`src/rtl/range_pkg.sv`:
```
// Shared types and constants for the range finder front end.
package range_pkg;

  typedef enum logic [1:0] {IDLE, COLLECT, DROP, BURST} feeder_state_t;

  localparam int MIN_FRAME = 2;

endpackage

```
`src/rtl/frame_buffer.sv`:
```
// Sample store for one frame: synchronous write port, registered read port.
module frame_buffer #(
  parameter int WIDTH = 8,
  parameter int DEPTH = 16
) (
  input  logic                     clock,
  input  logic                     reset_n,
  input  logic                     we,
  input  logic [$clog2(DEPTH)-1:0] waddr,
  input  logic [WIDTH-1:0]         wdata,
  input  logic [$clog2(DEPTH)-1:0] raddr,
  output logic [WIDTH-1:0]         rdata
);

  logic [WIDTH-1:0] mem [DEPTH];

  always_ff @(posedge clock) begin
    if (we) begin
      mem[waddr] <= wdata;
    end
  end

  // The read register doubles as the feeder's data output, so it is reset.
  always_ff @(posedge clock or negedge reset_n) begin
    if (!reset_n) begin
      rdata <= '0;
    end else begin
      rdata <= mem[raddr];
    end
  end

endmodule

```
`src/rtl/range_frame_feeder.sv`:
```
// Assembles nibble frames into samples, drops bad frames and replays good ones as a burst.
module range_frame_feeder #(
  parameter int WIDTH = 8,
  parameter int DEPTH = 16
) (
  input  logic                 clock,
  input  logic                 reset_n,
  input  logic [WIDTH/2-1:0]   nib_in,
  input  logic                 nib_valid,
  input  logic                 sof,
  input  logic                 eof,
  output logic [WIDTH-1:0]     data_out,
  output logic                 go,
  output logic                 finish,
  output logic                 busy,
  output logic                 frame_err
);

  import range_pkg::*;

  localparam int NW = WIDTH / 2;
  localparam int CW = $clog2(DEPTH + 1);
  localparam int AW = $clog2(DEPTH);

  feeder_state_t   state;
  logic [NW-1:0]   lo_nib;
  logic            have_lo;
  logic [CW-1:0]   count;
  logic [AW-1:0]   rd_idx;
  logic [AW-1:0]   last_idx;
  logic            full;
  logic            we;
  logic [WIDTH-1:0] wdata;

  always_comb begin
    full  = (count == CW'(DEPTH));
    we    = (state == COLLECT) && nib_valid && !sof && have_lo && !full;
    wdata = {nib_in, lo_nib};
  end

  frame_buffer #(.WIDTH(WIDTH), .DEPTH(DEPTH)) u_buffer (
    .clock   (clock),
    .reset_n (reset_n),
    .we      (we),
    .waddr   (count[AW-1:0]),
    .wdata   (wdata),
    .raddr   (rd_idx),
    .rdata   (data_out)
  );

  // The first BURST cycle only issues the read of sample 0; busy/go follow one edge later.
  always_ff @(posedge clock or negedge reset_n) begin
    if (!reset_n) begin
      state     <= IDLE;
      lo_nib    <= '0;
      have_lo   <= 1'b0;
      count     <= '0;
      rd_idx    <= '0;
      last_idx  <= '0;
      go        <= 1'b0;
      finish    <= 1'b0;
      busy      <= 1'b0;
      frame_err <= 1'b0;
    end else begin
      frame_err <= 1'b0;
      case (state)
        IDLE: begin
          if (nib_valid && sof) begin
            state   <= COLLECT;
            lo_nib  <= nib_in;
            have_lo <= 1'b1;
            count   <= '0;
          end
        end
        COLLECT: begin
          if (nib_valid) begin
            if (sof) begin
              lo_nib  <= nib_in;
              have_lo <= 1'b1;
              count   <= '0;
            end else if (!have_lo) begin
              lo_nib  <= nib_in;
              have_lo <= 1'b1;
              if (eof) begin
                frame_err <= 1'b1;
                state     <= IDLE;
              end
            end else begin
              have_lo <= 1'b0;
              if (full) begin
                frame_err <= 1'b1;
                state     <= eof ? IDLE : DROP;
              end else begin
                count <= count + CW'(1);
                if (eof) begin
                  if (count >= CW'(MIN_FRAME - 1)) begin
                    state    <= BURST;
                    last_idx <= count[AW-1:0];
                    rd_idx   <= '0;
                  end else begin
                    frame_err <= 1'b1;
                    state     <= IDLE;
                  end
                end
              end
            end
          end
        end
        DROP: begin
          if (nib_valid && sof) begin
            state   <= COLLECT;
            lo_nib  <= nib_in;
            have_lo <= 1'b1;
            count   <= '0;
          end else if (nib_valid && eof) begin
            state <= IDLE;
          end
        end
        BURST: begin
          if (!busy) begin
            go     <= 1'b1;
            busy   <= 1'b1;
            rd_idx <= rd_idx + AW'(1);
          end else if (finish) begin
            state  <= IDLE;
            busy   <= 1'b0;
            finish <= 1'b0;
            rd_idx <= '0;
          end else begin
            go     <= 1'b0;
            finish <= (rd_idx == last_idx);
            if (rd_idx != last_idx) begin
              rd_idx <= rd_idx + AW'(1);
            end
          end
        end
        default: state <= IDLE;
      endcase
    end
  end

endmodule
```
`config.mk`:
```
export PLATFORM = sky130hd
export DESIGN_NAME = range_frame_feeder
export DESIGN_NICKNAME = d
export VERILOG_FILES = /design/src/rtl/range_pkg.sv /design/src/rtl/frame_buffer.sv /design/src/rtl/range_frame_feeder.sv
export SDC_FILE = /design/constraint.sdc
export NUM_CORES = 1
export LEC_CHECK = 0
export ABC_AREA = 1
export CAP_MARGIN = 20
export CORE_ASPECT_RATIO = 0.5
export CORE_MARGIN = 3
export CORE_UTILIZATION = 35
export DETAILED_ROUTE_END_ITERATION = 12
export SKIP_LAST_GASP = 1
export SLEW_MARGIN = 20
export SYNTH_ARGS = -nofsm -noshare
export SYNTH_HDL_FRONTEND = slang
export SYNTH_SLANG_ARGS = --single-unit
export TNS_END_PERCENT = 5
```
`constraint.sdc`:
```
create_clock -name clock -period 2.2 [get_ports clock]
set_input_delay 0.44 -clock clock [delete_from_list [all_inputs] [get_ports clock]]
set_output_delay 0.44 -clock clock [all_outputs]
set_load 0.1 [all_outputs]
```
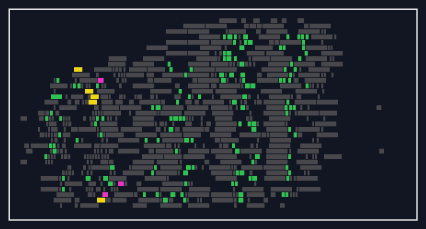
(run_1/gates.png)
Drawn at 2 px/µm.
legend:
  green:
    family: aoi and oai cells
    cells: 127
  magenta:
    family: xor and xnor cells
    cells: 3
  yellow:
    family: fa/ha/maj cells
    cells: 5

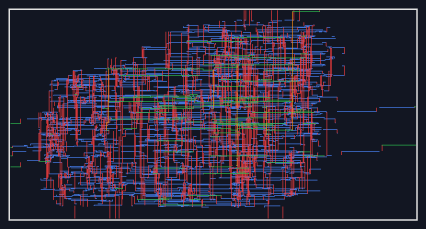
(run_1/layers.png)
Drawn at 2 px/µm.
legend:
  red:
    layer: M2
    wire_length: 7030 µm
  orange:
    layer: M4
    wire_length: 173 µm
  green:
    layer: M3
    wire_length: 1230 µm
  blue:
    layer: M1
    wire_length: 7990 µm

==> impl_metrics.toml, run 1 <==
# synthesis and place-and-route metrics
[worst_setup_path]
crit_required_ns = 2.33
critical_path.endpoint_type = "register"
cp-start-kind = "register"
path_class = "reg -> reg"

[clocking]
ctsResizeCount = 0
cts_buffers = 17
cts_root_buf = "clkbuf_16"
htreeDepth = 4
cts_tree = "built"
postCtsSetupBuffers = 0
path_clk_slew_ns = 0.07

[synth]
compound_area_frac = 0.109
syn_area_um2 = 6800
dominantRegCellSynth = "edfxtp_1"
ys_chip_area_um2 = 6800
async_flop_share = 0.200
ys_sh_adder = 0.00920
top_logic_kind = "simple AND/OR/NAND/NOR gates"
simple_gate_area_frac = 0.153
ys_sh_mux = 0
yosys.area.top_type = "edfxtp_1"
fp_nets = 606
xor_share = 0.00386
synth_top_area_share = 0.565
ys_cells = 592
ys_seq_share = 0.683
synth_flops = 160

[routing]
wl_met3_um = 1230
viasPerCell = 4.97
routed_wl_um = 16400
wl_met1_um = 7990
routedWlPerCell_um = 18.0
drt_iter0_drc = 534
maxUsedRoutingLayer = "met4"
ant_nets = 0
wl_met2_um = 7030
drc_errors = 0

[layout]
clkbuf_count = 18
final_common_cell = "edfxtp_1"
finish.utilization = 0.428
multiInputGateArea_um2 = 1870
sh_seq_area = 0.579
layout.cells.most_common_list = "128 x edfxtp_1, 112 x nor2_1, 70 x o21ai_0, 70 x nand2_1, 43 x buf_4"
syn2layout_area_growth_pct = 18.0
layout-drive-gt1-share = 0.166
layout.nonclk_buf_frac = 0.0546
nNonClkInverters = 37
n_antenna_cell = 0
n_all_buffers = 53

[worst_hold_path]
hold_class = "in -> async"

[placed_design]
port_buffers = 20
place_congestion = 0.789
dp.final_hpwl_um = 10600

[global_routing]
grt_usage = 0.159
antenna_found_initial = 0
grt.busiest_layer = "met1"
grt_pass1_wl_um = 25700
gr-total-overflow = 0
gr-usage-met1 = 0.246
grt_pass1_vias = 4367
met2_usage = 0.230
use_met3 = 0.0286

[sta]
max-slew-margin-rel = 0.482
final-hold-violation-count = 0
maxSlewViolCount = 0
worstMarginPinSlew_ns = 0.778
finalCriticalPeriod_ns = 1.98
fin_crit_sh = 0.900
setup_violations = 0

[floorplanning]
core_util_floorplan = 0.363
chipArea_um2 = 21200
coreArea_um2 = 18700
tap_cells = 259
die_y_um = 105
num_io_pins = 21
rows = 35

[pwr]
ir_worst_vdd_uv = 594
p_per_area_nw_per_um2 = 1310
power.leakage_nw = 2.90

[run]
maxCapViolCount = 0

[run_status]
status = "finished clean"
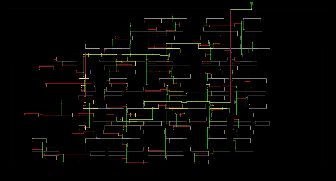
(run_1/clock_nets.png)
CTS sink count: 160
Flop Count: 160
Late-Pin Clk Latency: 0.42 ns
clock-net power: 3.00 mW
clock skew: 0.0164 ns

run 1: sequential cells by signal, indices dropped and copies added, names as in the netlist:
register	count
u_buffer.mem	128
u_buffer.rdata	8
count	5
last_idx	4
lo_nib	4
rd_idx	4
state	2
busy	1
finish	1
frame_err	1
go	1
have_lo	1
run 1: through the flow:
step           setup WS [ns]  cells  hold WS (ns)  cell area, µm²  setup TNS, ns
2_1_floorplan          0.273    592         0.144            6800              0
3_3_place_gp          0.0209    879         0.479            7420              0
3_5_place_dp         -0.0194    879         0.486            7420         -0.165
4_1_cts                0.225    911        0.0802            8030              0
5_1_grt                0.112    911         0.108            8030              0
6_report               0.219    911        0.0703            8030              0
run 1: synth_stat cells (all sizes together), types with 5 or more instances:
cell / instances
clkbuf: 9
nand3: 32
buf: 16
edfxtp: 128
o21ai: 78
nand2: 80
o211ai: 32
a21oi: 12
nor2: 116
ha: 5
inv: 34
nor3: 6
dfrtp: 32
run 1: final timing paths:
| path | startpoint | endpoint | slack (ns) | cells after the start |
|---|---|---|---|---|
| worst max-delay path | count[0] | u_buffer.mem[9][5] | 0.22 | 8 |
| worst min-delay path | reset_n | busy | 0.07 | 2 |
| worst max register to register | count[0] | u_buffer.mem[9][5] | 0.22 | 8 |
| worst min register to register | go | go | 0.50 | 2 |
| max in group asynchronous | reset_n | rd_idx[0] | 1.76 | 2 |
| min in group clock | go | go | 0.50 | 2 |
run 1: where the power goes:
group	total, mW	internal [mW]	leakage (nW)	switching, mW
sequential	4.12	3.69	1.56	0.426
combinational	3.37	0.896	1.04	2.47
clock	3.00	1.72	0.298	1.28
run 1: worst max-delay path: stages (launching register included):
cell and delay (ns):
dfrtp_1 0.42, inv_1 0.14, ha_1 0.27, nand3_4 0.12, nand2_4 0.10, nor2_8 0.18
nand2_2 0.14, nor2_1 0.13, buf_4 0.18
--- run 2 (diff from run 1) ---
--- a/config.mk
+++ b/config.mk
@@ -11,6 +11,7 @@
 export CORE_MARGIN = 3
 export CORE_UTILIZATION = 35
 export DETAILED_ROUTE_END_ITERATION = 12
+export SETUP_SLACK_MARGIN = 0.1
 export SKIP_LAST_GASP = 1
 export SLEW_MARGIN = 20
 export SYNTH_ARGS = -nofsm -noshare
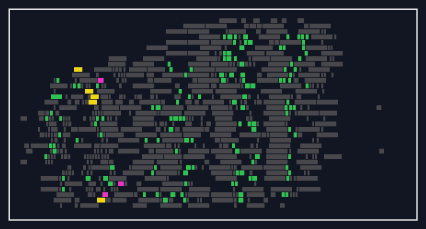
(run_2/gates.png)
Drawn at 2 px/µm.
legend:
  green:
    family: aoi and oai cells
    cells: 127
  magenta:
    family: xor and xnor cells
    cells: 3
  yellow:
    family: fa/ha/maj cells
    cells: 5

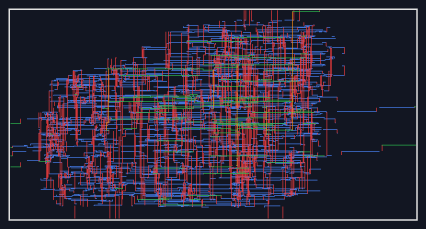
(run_2/layers.png)
Drawn at 2 px/µm.
legend:
  red:
    layer: M2
    wire_length: 7030 µm
  green:
    layer: M3
    wire_length: 1230 µm
  blue:
    layer: M1
    wire_length: 7990 µm
  orange:
    layer: M4
    wire_length: 173 µm

==> run 2 against run 1 <==
Clock power barely moved. Die size is the same. Critical path depth stayed put. Utilization is the same. Design area unchanged. Worst setup slack unchanged. Fmax is the same. Sequential cell count stayed put. Count of clock-buffer cells in the layout is the same. Synthesized cell count unchanged. Total power is the same. Global-route usage stayed put. Largest cell class unchanged.
==> impl_metrics.toml, run 2 <==
# synthesis and place-and-route metrics
[floorplanning]
die_y_um = 105
chipArea_um2 = 21200
core_util_floorplan = 0.363
num_io_pins = 21
rows = 35
coreArea_um2 = 18700

[worst_setup_path]
cp_top_family = "simple AND/OR/NAND/NOR gates"
slowest_stage = "dfrtp_1"
r2r_slack_ns = 0.22
r2r-end = "u_buffer.mem[9][5]"
crit_required_ns = 2.33
crit_chain = "inv_1 > ha_1 > nand3_4 > nand2_4 > nor2_8 > nand2_2 > nor2_1 > buf_4"
max_stage_delay_ns = 0.42
r2r-start = "count[0]"
r2r_cells = 8
path_class = "reg -> reg"
critical_path.endpoint_type = "register"
cp-start-kind = "register"

[synth]
fp_nets = 606
synth_top_area_share = 0.565
top_logic_kind = "simple AND/OR/NAND/NOR gates"
common_cells = "128 x edfxtp_1, 112 x nor2_1, 70 x nand2_1, 70 x o21ai_0"
ys_sh_adder = 0.00920
synth_flops = 160
syn_area_um2 = 6800
dominantRegCellSynth = "edfxtp_1"
ys_chip_area_um2 = 6800
xor_share = 0.00386
yosys.area.top_type = "edfxtp_1"
ys_cells = 592
ys_seq_share = 0.683
simple_gate_area_frac = 0.153
yosysMostFrequentCell = "edfxtp_1"
ys_sh_mux = 0
compound_area_frac = 0.109

[run]
maxCapViolCount = 0

[global_routing]
grt_usage = 0.159
antenna_found_initial = 0
grt_pass1_wl_um = 25700
grt_pass1_vias = 4367
gr-total-overflow = 0

[clocking]
insertion_delay_ns = 0.42
cts_tree = "built"
cts.sinks = 160
ctsResizeCount = 0
postCtsSetupBuffers = 0
cts_root_buf = "clkbuf_16"

[placed_design]
preCtsSetupSlack_ns = -0.0194
place_congestion = 0.789
dpl-instance-area_um2 = 7420

[sta]
fin_crit_sh = 0.900
final.setup_skew_ns = 0.0164
whs_ns = 0.0703
setup_ws_ns = 0.219
worstMarginPinSlew_ns = 0.778
maxSlewViolCount = 0
max-slew-margin-rel = 0.482
setup_violations = 0
finalCriticalPeriod_ns = 1.98

[layout]
layout-drive-gt1-share = 0.166
syn2layout_area_growth_pct = 18.0
largest_register = "u_buffer.mem"
reg_top3 = "u_buffer.mem x128, u_buffer.rdata x8, count x5"
n_antenna_cell = 0
final_common_cell = "edfxtp_1"
layout.cells.most_common_list = "128 x edfxtp_1, 112 x nor2_1, 70 x o21ai_0, 70 x nand2_1, 43 x buf_4"
final_area_um2 = 8030

[pwr]
ir_worst_vdd_uv = 594
p_per_area_nw_per_um2 = 1310
swShare = 0.398
power.leakage_nw = 2.90
power.share.clock = 0.286
seqPwrFrac = 0.393
p_switching_mw = 4.17
p_int_mw = 6.31
power_frac_comb = 0.321

[routing]
routed_wl_um = 16400
routedWlPerCell_um = 18.0
drt_iter0_drc = 534
viasPerCell = 4.97
drc_errors = 0
ant_nets = 0

[run_status]
status = "finished clean"

[worst_hold_path]
hold_class = "in -> async"
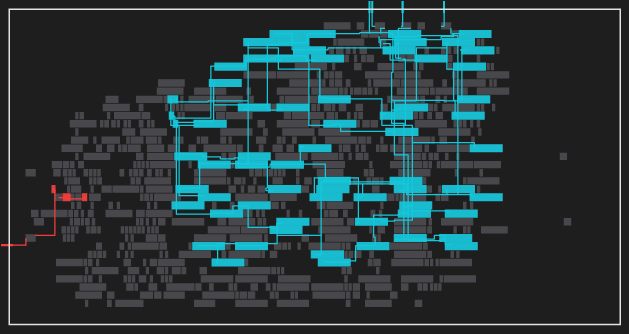
(run_2/port_trees.png)
Drawn at 3 px/µm.
legend:
  cyan:
    port: nib_in
    bits: 4
    direction: input
    edge: north
    end_cells: 68
    buffers: 8
    wire: 1520 µm
  red:
    port: nib_valid
    bits: 1
    direction: input
    edge: west
    end_cells: 4
    buffers: 2
    wire: 41.5 µm

## run 2: worst max-delay path by stage
stage,start,endpoint,slack (ns),cells after the start
2_1_floorplan,count[0],u_buffer.mem[0][0],0.27,7
3_3_place_gp,nib_valid,u_buffer.mem[0][6],0.02,8
3_5_place_dp,nib_valid,u_buffer.mem[9][1],-0.02,8
4_1_cts,count[0],u_buffer.mem[9][5],0.22,8
5_1_grt,count[0],u_buffer.mem[9][5],0.11,8
6_report,count[0],u_buffer.mem[9][5],0.22,8
## run 2: power by group through the flow
stage,Clock [mW],Combinational (mW),Sequential (mW)
floorplan,0,1.80,4.73
global placement,0,3.35,4.18
detailed placement,0,3.36,4.19
CTS,3.03,3.37,4.13
global route,3.16,3.69,4.18
finish,3.00,3.37,4.12
## run 2: layout make-up
class | count | area [µm²] | share of cell area
Timing Repair Buffer | 53 | 438 | 0.0546
Clock buffer | 18 | 429 | 0.0535
Clock inverter | 14 | 176 | 0.0220
Inverter | 37 | 143 | 0.0178
Multi-Input combinational cell | 370 | 1870 | 0.233
Tap cell | 259 | 324 | 0.0404
Sequential cell | 160 | 4650 | 0.579
## run 2: routing by layer
layer	GRT usage	up-vias	routed length (µm)
met1	0.246	2179	7990
met2	0.230	167	7030
met3	0.0286	12	1230
li1	-	2171	-
met5	0	-	0
met4	0.0393	0	172
## run 2: logic make-up after synthesis
family	Yosys count
AOI/OAI and AO/OA	127
and+or+nand+nor	235
adders and majority gates	5
xor gates and xnor gates	3
DFF	160
buffers and inverters	62
## run 2: metrics by stage
step / setup TNS (ns) / utilization
after floorplan: 0 / -
after global placement: 0 / 0.396
after detailed placement: -0.165 / 0.396
after CTS: 0 / 0.428
after global routing: 0 / 0.428
final: 0 / 0.428
--- run 3 (diff from run 2) ---
--- a/config.mk
+++ b/config.mk
@@ -10,6 +10,7 @@
 export CORE_ASPECT_RATIO = 0.5
 export CORE_MARGIN = 3
 export CORE_UTILIZATION = 35
+export CTS_CLUSTER_SIZE = 8
 export DETAILED_ROUTE_END_ITERATION = 12
 export SETUP_SLACK_MARGIN = 0.1
 export SKIP_LAST_GASP = 1
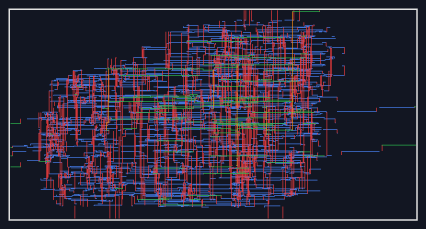
(run_3/layers.png)
Drawn at 2 px/µm.
legend:
  green:
    layer: M3
    wire_length: 1230 µm
  orange:
    layer: M4
    wire_length: 173 µm
  red:
    layer: M2
    wire_length: 7030 µm
  blue:
    layer: M1
    wire_length: 7990 µm

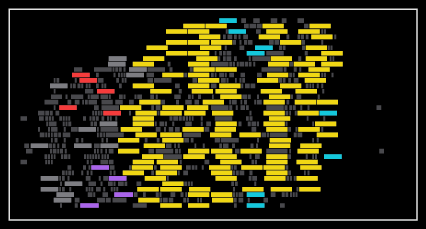
(run_3/ff_map.png)
Drawn at 2 px/µm. Other sequential cells in the stronger gray, the rest of the logic in the fainter gray.
legend:
  red:
    netlist_name: count
    placed_flops: 5
    where: west
  purple:
    netlist_name: rd_idx
    placed_flops: 4
    where: south-west
  cyan:
    netlist_name: u_buffer.rdata
    placed_flops: 8
  yellow:
    netlist_name: u_buffer.mem
    placed_flops: 128
not colored: 15

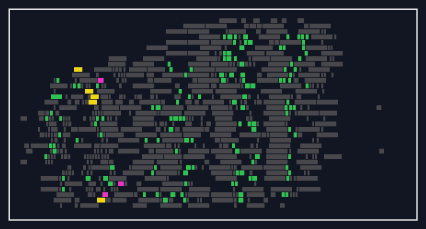
(run_3/gates.png)
Drawn at 2 px/µm.
legend:
  magenta:
    family: xor and xnor cells
    cells: 3
  green:
    family: aoi and oai cells
    cells: 127
  yellow:
    family: fa/ha/maj cells
    cells: 5

==> run 3 against run 2 <==
Worst setup slack stayed put. Utilization stayed put. Sequential power hardly changed. Total power stayed put. Register-to-register slack hardly changed. Count of clock-buffer cells in the layout stayed put. Final cell count stayed put. Design area stayed put. Sequential share of layout area stayed put. Synthesized cell count stayed put. Highest routed layer unchanged.
==> impl_metrics.toml, run 3 <==
# synthesis and place-and-route metrics
[pwr]
comb-power_mw = 3.37
pwr.group.clock_mw = 3.00
power.leakage_nw = 2.90
power.share.clock = 0.286
p_int_mw = 6.31
power_frac_comb = 0.321
seq_power_mw = 4.12
p_per_area_nw_per_um2 = 1310
ir_worst_vdd_uv = 594
maxPowerGroup = "registers"

[routing]
viasPerCell = 4.97
routed_wl_um = 16400
ant_nets = 0
drt_iter0_drc = 534
routedWlPerCell_um = 18.0

[clocking]
cts_tree = "built"
ctsResizeCount = 0
cts_buffers = 17
htreeDepth = 4
cts.sinks = 160
path_clk_slew_ns = 0.07
postCtsSetupBuffers = 0

[global_routing]
grt_usage = 0.159
grt_pass1_vias = 4367
gr-total-overflow = 0
grt_pass1_wl_um = 25700

[synth]
yosys.area.top_type = "edfxtp_1"
ys_chip_area_um2 = 6800
dominantRegCellSynth = "edfxtp_1"
syn_area_um2 = 6800
fp_nets = 606
synth_top_area_share = 0.565
common_cells = "128 x edfxtp_1, 112 x nor2_1, 70 x nand2_1, 70 x o21ai_0"
yosysMostFrequentCell = "edfxtp_1"
async_flop_share = 0.200
synth_flops = 160

[layout]
syn2layout_area_growth_pct = 18.0
final_common_cell = "edfxtp_1"
largest_register = "u_buffer.mem"
seq_area_um2 = 4650
final_cell_count_no_fill = 911
layout-drive-gt1-share = 0.166
multiInputGateArea_um2 = 1870

[sta]
max-slew-margin-rel = 0.482
whs_ns = 0.0703
fin_crit_sh = 0.900
maxSlewViolCount = 0
final-hold-violation-count = 0
setup_violations = 0

[floorplanning]
core_util_floorplan = 0.363
rows = 35
coreArea_um2 = 18700
die_y_um = 105

[placed_design]
port_buffers = 20
dp.final_hpwl_um = 10600
place_congestion = 0.789
placedCellCount = 879

[worst_setup_path]
r2r-start = "count[0]"
critical_path.endpoint_type = "register"
r2r_cells = 8
max_stage_delay_ns = 0.42
r2r-end = "u_buffer.mem[9][5]"

[run_status]
status = "finished clean"

[run]
maxCapViolCount = 0
## run 3: worst max-delay path by stage
stage	startpoint	to	slack (ns)	depth (start not counted)
after floorplan	count[0]	u_buffer.mem[0][0]	0.27	7
final	count[0]	u_buffer.mem[9][5]	0.22	8
after CTS	count[0]	u_buffer.mem[9][5]	0.22	8
after detailed placement	nib_valid	u_buffer.mem[9][1]	-0.02	8
after global routing	count[0]	u_buffer.mem[9][5]	0.11	8
after global placement	nib_valid	u_buffer.mem[0][6]	0.02	8
## run 3: per-layer routing
metal  up-vias  part of all wire  GRT usage
met5         -                 0          0
met4         0             0.010     0.0393
met3        12             0.075     0.0286
met2       167              0.43      0.230
met1      2179              0.49      0.246
li1       2171                 -          -
## run 3: cell type report
type / count / share of cell area
clock buffers: 18 / 0.0535
clock inverters: 14 / 0.0220
inverters: 37 / 0.0178
flip-flops and latches: 160 / 0.579
repair buffers: 53 / 0.0546
well taps: 259 / 0.0404
multi-input cells: 370 / 0.233
## run 3: worst max-delay path, delay by kind of cell (launching register included)
family | cells | cell delay [ns]
adders and majority gates | 1 | 0.27
buffers and inverters | 2 | 0.32
DFF | 1 | 0.42
and+or+nand+nor | 5 | 0.67
## run 3: kinds of logic (layout without fill, tap and decap cells)
group,Yosys count,count (layout),synth area share
AND-OR/OR-AND,127,127,0.109
XOR/XNOR,3,3,0.00386
adder cells (fa/ha/maj),5,5,0.00920
buffers and inverters,62,122,0.0421
flip-flops,160,160,0.683
AND/OR/NAND/NOR,235,235,0.153
## run 3: stage by stage
stage                     cell area [µm²]  setup WS (ns)
after floorplan                      6800          0.273
after global placement               7420         0.0209
after detailed placement             7420        -0.0194
after CTS                            8030          0.225
after global routing                 8030          0.112
final                                8030          0.219
No activity file was given, so power comes from the tool's default toggle rates.
